## src/rtl/anton_neopixel_decoder.sv

```systemverilog
// ---------------------------------------------------------------------------
// anton_neopixel_decoder
//
// WS2812 line receiver. Synchronizes the NeoPixel data line into the clk7mhz
// domain, measures every high pulse to recover one bit (wide = 1, narrow = 0),
// assembles bits MSB-first into bytes and hands them out on a valid/ready
// port. A reset-length low closes the frame with a one-cycle frameEnd pulse.
//
// Optional build macro: NEO_DECODER_GLITCH_FILTER_EN
//   When defined, the synchronized line only changes level once both
//   synchronizer stages agree, so single-tick spikes are ignored. Both edges
//   are delayed equally, so pulse widths are unchanged; output latency grows
//   by one clock.
//
// Ports:
//   clk7mhz    in   1           sole clock
//   reset      in   1           asynchronous active-high reset
//   neoIn      in   1           asynchronous NeoPixel data line
//   dataOut    out  8           decoded byte, meaningful while dataValid=1
//   dataValid  out  1           byte available, held until accepted
//   dataReady  in   1           consumer accepts on dataValid & dataReady
//   frameEnd   out  1           one-cycle pulse when a reset-length low ends
//   byteCount  out  COUNT_BITS  bytes decoded in the current or last frame
//   overrun    out  1           sticky: a completed byte was dropped
//   errPulse   out  1           one-cycle pulse on a protocol error
// ---------------------------------------------------------------------------
module anton_neopixel_decoder #(
    parameter int THRESHOLD    = 4,
    parameter int MAX_HIGH     = 7,
    parameter int RESET_DETECT = 350,
    parameter int COUNT_BITS   = 13
) (
    input  logic                  clk7mhz,
    input  logic                  reset,
    input  logic                  neoIn,
    output logic [7:0]            dataOut,
    output logic                  dataValid,
    input  logic                  dataReady,
    output logic                  frameEnd,
    output logic [COUNT_BITS-1:0] byteCount,
    output logic                  overrun,
    output logic                  errPulse
);

    localparam int LOW_W  = $clog2(RESET_DETECT + 1);
    localparam int HIGH_W = $clog2(MAX_HIGH + 2);

    localparam logic [1:0] SYNC_WAIT = 2'd0;
    localparam logic [1:0] IDLE      = 2'd1;
    localparam logic [1:0] HIGH      = 2'd2;
    localparam logic [1:0] LOW       = 2'd3;

    logic                  sync1_r;
    logic                  sync2_r;
    logic                  line_s;
    logic [1:0]            state_r;
    logic [LOW_W-1:0]      low_cnt_r;
    logic [HIGH_W-1:0]     high_cnt_r;
    logic [2:0]            bit_cnt_r;
    logic [6:0]            shift_r;
    logic                  bit_s;
    logic [7:0]            byte_s;
    logic                  complete_s;
    logic                  drop_s;

    // Two-flop synchronizer for the asynchronous data line
    always_ff @(posedge clk7mhz or posedge reset) begin
        if (reset) begin
            sync1_r <= 1'b0;
            sync2_r <= 1'b0;
        end else begin
            sync1_r <= neoIn;
            sync2_r <= sync1_r;
        end
    end

`ifdef NEO_DECODER_GLITCH_FILTER_EN
    logic filt_r;

    // Follow the synchronizer only once its two stages agree on the new level
    always_ff @(posedge clk7mhz or posedge reset) begin
        if (reset) begin
            filt_r <= 1'b0;
        end else if (sync1_r == sync2_r) begin
            filt_r <= sync2_r;
        end else begin
            filt_r <= filt_r;
        end
    end

    assign line_s = filt_r;
`else
    assign line_s = sync2_r;
`endif

    // The bit being closed by a falling edge, and the byte it would complete
    assign bit_s      = (high_cnt_r >= HIGH_W'(THRESHOLD));
    assign byte_s     = {shift_r, bit_s};
    assign complete_s = (state_r == HIGH) && !line_s && (bit_cnt_r == 3'd7);
    assign drop_s     = complete_s && dataValid && !dataReady;

    // Pulse measurement, bit assembly and frame bookkeeping
    always_ff @(posedge clk7mhz or posedge reset) begin
        if (reset) begin
            state_r    <= SYNC_WAIT;
            low_cnt_r  <= '0;
            high_cnt_r <= '0;
            bit_cnt_r  <= 3'd0;
            shift_r    <= 7'd0;
            byteCount  <= '0;
            overrun    <= 1'b0;
            frameEnd   <= 1'b0;
            errPulse   <= 1'b0;
        end else begin
            frameEnd <= 1'b0;
            errPulse <= 1'b0;
            case (state_r)
                // Refuse to decode until a full reset-length low has been seen,
                // so a receiver released mid-frame never emits garbage.
                SYNC_WAIT: begin
                    if (line_s) begin
                        low_cnt_r <= '0;
                    end else if (low_cnt_r == LOW_W'(RESET_DETECT - 1)) begin
                        low_cnt_r <= '0;
                        state_r   <= IDLE;
                    end else begin
                        low_cnt_r <= low_cnt_r + LOW_W'(1);
                    end
                end
                IDLE: begin
                    if (line_s) begin
                        state_r    <= HIGH;
                        high_cnt_r <= HIGH_W'(1);
                        bit_cnt_r  <= 3'd0;
                        byteCount  <= '0;
                        overrun    <= 1'b0;
                    end
                end
                HIGH: begin
                    if (line_s) begin
                        if (high_cnt_r >= HIGH_W'(MAX_HIGH)) begin
                            // Over-long pulse: lose the partial byte and resync
                            errPulse   <= 1'b1;
                            bit_cnt_r  <= 3'd0;
                            low_cnt_r  <= '0;
                            high_cnt_r <= HIGH_W'(MAX_HIGH + 1);
                            state_r    <= SYNC_WAIT;
                        end else begin
                            high_cnt_r <= high_cnt_r + HIGH_W'(1);
                        end
                    end else begin
                        shift_r   <= byte_s[6:0];
                        bit_cnt_r <= bit_cnt_r + 3'd1;
                        low_cnt_r <= LOW_W'(1);
                        state_r   <= LOW;
                        if (complete_s) begin
                            // Dropped bytes still count toward the frame length
                            if (byteCount != {COUNT_BITS{1'b1}}) begin
                                byteCount <= byteCount + COUNT_BITS'(1);
                            end
                            if (drop_s) begin
                                overrun <= 1'b1;
                            end
                        end
                    end
                end
                LOW: begin
                    if (line_s) begin
                        high_cnt_r <= HIGH_W'(1);
                        state_r    <= HIGH;
                    end else if (low_cnt_r == LOW_W'(RESET_DETECT - 1)) begin
                        // Frame closes; a half-assembled byte is a protocol error
                        frameEnd  <= 1'b1;
                        errPulse  <= (bit_cnt_r != 3'd0);
                        bit_cnt_r <= 3'd0;
                        low_cnt_r <= '0;
                        state_r   <= IDLE;
                    end else begin
                        low_cnt_r <= low_cnt_r + LOW_W'(1);
                    end
                end
                default: begin
                    state_r <= SYNC_WAIT;
                end
            endcase
        end
    end

    // Output holding register: a full, unaccepted register keeps its byte
    always_ff @(posedge clk7mhz or posedge reset) begin
        if (reset) begin
            dataOut   <= 8'd0;
            dataValid <= 1'b0;
        end else if (complete_s && !drop_s) begin
            dataOut   <= byte_s;
            dataValid <= 1'b1;
        end else if (dataValid && dataReady) begin
            dataValid <= 1'b0;
        end else begin
            dataValid <= dataValid;
        end
    end

endmodule

```

## config.mk

```make
export PLATFORM = sky130hd
export DESIGN_NAME = anton_neopixel_decoder
export DESIGN_NICKNAME = d
export VERILOG_FILES = /design/src/rtl/anton_neopixel_decoder.sv
export SDC_FILE = /design/constraint.sdc
export NUM_CORES = 1
export LEC_CHECK = 0
export CAP_MARGIN = 40
export CORE_MARGIN = 2
export CORE_UTILIZATION = 45
export DETAILED_ROUTE_END_ITERATION = 8
export PLACE_DENSITY_LB_ADDON = 0.1
export SLEW_MARGIN = 0
export SYNTH_ARGS = -nofsm -noshare
export SYNTH_HDL_FRONTEND = slang
export SYNTH_SLANG_ARGS = --single-unit
export TNS_END_PERCENT = 30
```

## constraint.sdc

```tcl
create_clock -name clk7mhz -period 1.8 [get_ports clk7mhz]
set_input_delay 0.36 -clock clk7mhz [delete_from_list [all_inputs] [get_ports clk7mhz]]
set_output_delay 0.36 -clock clk7mhz [all_outputs]
set_load 0.01 [all_outputs]
```

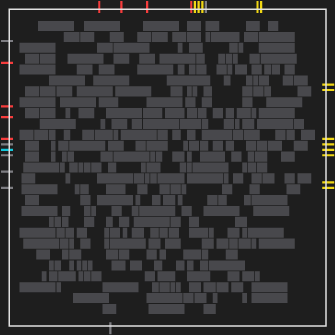
run_1/io_placement.png
Drawn at 4 px/um. Pins as bars across the die edge, other pins in gray.
yellow -> byteCount  # pins 13, direction output, edge 8 right, 5 top
cyan -> dataReady  # pins 1, direction input, edge left
red -> dataOut  # pins 8, direction output, edge 4 left, 4 top

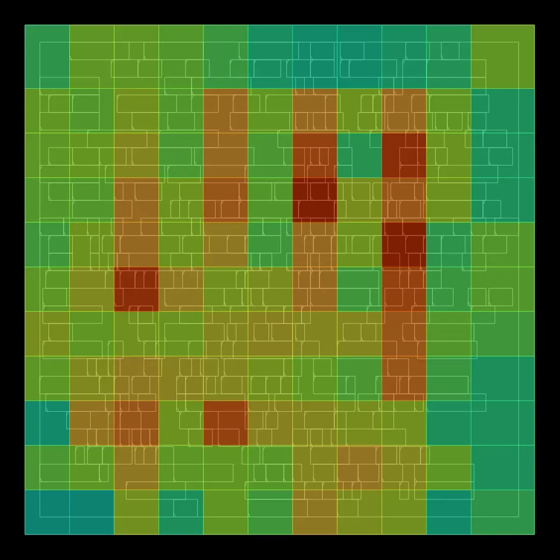
run_1/congestion.png
Core Util, Final: 62.3%
Total Routing Usage GR: 19.2%
GR peak layer: met2
GR Util met1: 27.9%

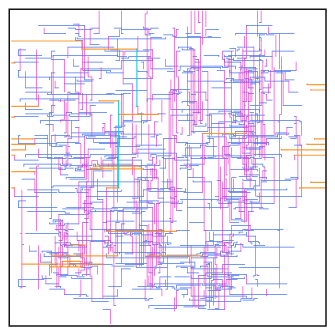
run_1/wires.png
Drawn at 4 px/um.
blue -> metal 1  # wire length 2670 um
magenta -> metal 2  # wire length 2620 um
cyan -> metal 4  # wire length 36.0 um
orange -> metal 3  # wire length 247 um

run 1: Yosys cell counts:
master | instances | area share [%]
o2111ai_1 | 6 | 2.1
inv_1 | 12 | 1.8
o21a_1 | 1 | 0.30
nor2b_1 | 1 | 0.25
mux2i_1 | 1 | 0.40
a31oi_1 | 5 | 1.2
a211oi_1 | 1 | 0.30
nand3_1 | 7 | 1.4
and2_1 | 1 | 0.25
or4_1 | 5 | 1.5
o22ai_1 | 1 | 0.25
a21oi_1 | 19 | 3.8
clkbuf_1 | 7 | 1.0
mux2_2 | 14 | 6.3
nor2_1 | 21 | 3.1
and3b_1 | 1 | 0.35
nor3b_4 | 1 | 0.75
xor2_1 | 7 | 2.4
nor4_1 | 3 | 0.75
or3_1 | 2 | 0.50
o311ai_0 | 2 | 0.70
nor3b_1 | 2 | 0.60
buf_1 | 1 | 0.15
nor4bb_1 | 1 | 0.40
a211o_1 | 1 | 0.35
o31a_1 | 1 | 0.35
a32o_1 | 1 | 0.40
a221oi_1 | 1 | 0.35
o21ai_0 | 7 | 1.4
nand4_1 | 7 | 1.7
nor3_1 | 1 | 0.20
a22o_1 | 2 | 0.70
nand2_1 | 22 | 3.3
a31o_1 | 1 | 0.35
nand2b_1 | 2 | 0.50
and3_1 | 6 | 1.5
a41o_1 | 2 | 0.79
dfrtp_1 | 52 | 52
buf_4 | 1 | 0.30
o31ai_1 | 5 | 1.5
a21o_1 | 1 | 0.30
ha_1 | 7 | 3.5
a2111oi_0 | 1 | 0.35
run 1: worst max path at each step:
stage,start,endpoint,depth (start not counted)
floorplan,byteCount[0],byteCount[9],6
global placement,byteCount[0],byteCount[5],6
detailed placement,byteCount[0],byteCount[9],6
CTS,high_cnt_r[0],low_cnt_r[8],6
global route,state_r[0],byteCount[9],5
finish,state_r[0],byteCount[9],5
==> impl_metrics.toml, run 1 <==
# yosys + openroad results
[status]
outcome = "completed"

[finish]
reg.largest.list = "byteCount x13, low_cnt_r x9, dataOut x8"
buffers = 71
buf_share_pct = 18.2
final_nets = 324
clk_share_pct = 3.29
fin_cells = 386
largest_class = "registers"
postLayoutCellArea_sq_um = 3390
lay_top_count = "dfrtp_1"

[floorplan]
die_area_sq_um = 6210
num_tap_cells = 72
die_w_um = 78.8

[timing]
finalHoldViolCount = 0
fin_ws_ps = 37.2
drv_slew = 0
finalCriticalPeriod_ps = 1760
skew_ps = 10.6
setup_viol = 0
whs_ps = 364

[worst_hold_path]
hold_start = "sync1_r"

[clocking]
postCtsSetupRepairBufs = 1
cts_max_path_buffers = 2
cts_tree = "done"
clk_pin_slew_worst_paths_ps = 90
holdBufCountCts = 0

[setup_path]
critPathTopFamily = "simple AND/OR/NAND/NOR gates"
worst_ep_arrival_time_ps = 2000
endpoint_kind = "register"

[drt]
vias = 2087
drt_wl_total_um = 5560
wl_met1_um = 2670
drt.antenna.violating_nets = 0

[pwr]
clockPowerShare_pct = 39.1
pg_seq_uw = 1180

[yosys]
xor_share_pct = 2.43
syn_area_sq_um = 2520
aoi_share_pct = 15.4
postSynthCellCount = 243
yosysSeqAreaShare_pct = 51.7
adder_share_pct = 3.48
ys_chip_area_sq_um = 2520

[job]
max-cap-violations = 0

[grt]
grt_pass1_wl_um = 9560
grt_max_degree = 53
run_1/io_fan.png
Drawn at 4 px/um.
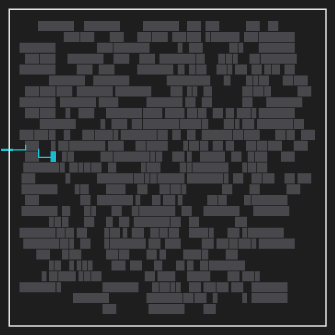

==> run 2: changes to the inputs <==
- GPL_TIMING_DRIVEN: default -> 0
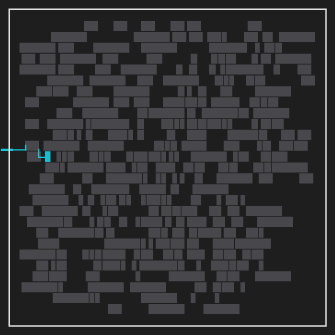
run_2/io_fan.png
Drawn at 4 px/um.
cyan -> dataReady  # bits 1, direction input, edge left, end cells 1, buffers 1, wire 8.70 um
I/O pin total: 29
Port Buffers: 28

==> run 2 against run 1 <==
Effect of this change: power down 4.6%; non-clock buffer count fell by 21; wire length down 1.4%; largest power group unchanged; utilization shrank 3.1 points; flip-flop count did not move.
==> impl_metrics.toml, run 2 <==
# yosys + openroad results
[yosys]
yosys-top-cells-count = "52 x dfrtp_1, 22 x nand2_1, 21 x nor2_1, 19 x a21oi_1, 14 x mux2_2"
topCellsByArea = "dfrtp_1 52%, mux2_2 6.3%, a21oi_1 3.8%"
syn_area_sq_um = 2520
async_flop_share_pct = 100
yosysSeqAreaShare_pct = 51.7
ys.flop_type = "dfrtp_1"
postSynthCellCount = 243
xor_share_pct = 2.43
synth.most_common_cell = "dfrtp_1"

[timing]
skew_ps = 5.79
whs_ps = 368
finalHoldViolCount = 0
fin_ws_ps = 12.4

[clocking]
cts_tree = "done"
holdBufCountCts = 0
cts_max_path_buffers = 2

[grt]
grt_max_degree = 34
busiest_layer = "met2"
grt_pass1_wl_um = 9170
groute.usage.overall_pct = 18.3
gr-usage-met1_pct = 25.2

[drt]
drt.antenna.violating_nets = 0

[finish]
finish.utilization_pct = 59.1
lay_top_count = "dfrtp_1"

[status]
outcome = "completed"

[setup_path]
worst_ep_arrival_time_ps = 2020
-- run 2: cell counts after synthesis --
No cell type changed its count.
-- run 2: cells by family after synthesis --
family	Yosys count
AND-OR/OR-AND	58
buffers and inverters	21
AND/OR/NAND/NOR	83
multiplexers	15
flip-flops	52
XOR/XNOR	7
adder cells (fa/ha/maj)	7
-- run 2: worst max-delay path by stage --
stage / end / from / cells past startpoint / slack (ps)
CTS: low_cnt_r[8] / low_cnt_r[0] / 6 / 0.4
finish: byteCount[11] / state_r[1] / 5 / 10
global route: byteCount[10] / state_r[1] / 6 / -50
floorplan: byteCount[9] / byteCount[0] / 6 / -30
global placement: sync1_r / reset / 2 / -900
detailed placement: low_cnt_r[8] / high_cnt_r[0] / 6 / -280
-- run 2: layout make-up --
| type | instances | share of cell area (%) |
|---|---|---|
| sequential | 52 | 40.6 |
| multi-input combinational | 170 | 38.6 |
| timing repair buffer | 42 | 12.4 |
| tap | 72 | 2.80 |
| clock buffer | 5 | 2.14 |
| inverter | 12 | 1.40 |
| buffer | 8 | 1.24 |
| clock inverter | 3 | 0.778 |
-- run 2: worst max-delay path, delay by kind of cell, from the launching register on --
family / cells / cell delay (ps)
and+or+nand+nor: 2 / 820
DFF: 1 / 470
AOI/OAI and AO/OA: 3 / 430
-- run 2: per-stage QoR --
| step | power, uW | cells | area [sq um] |
|---|---|---|---|
| detailed placement | 1270 | 344 | 2930 |
| finish | 1970 | 364 | 3220 |
| global placement | 1270 | 343 | 2910 |
| global route | 2040 | 364 | 3220 |
| floorplan | 1250 | 243 | 2540 |
| CTS | 1980 | 360 | 3150 |
-- run 2: per-layer routing --
metal | part of all wire [%] | wire length (um)
met1 | 48 | 2610
met2 | 49 | 2670
met3 | 2.9 | 158
met4 | 0.89 | 49
met5 | 0 | 0
Power and IR drop assume default switching activity.
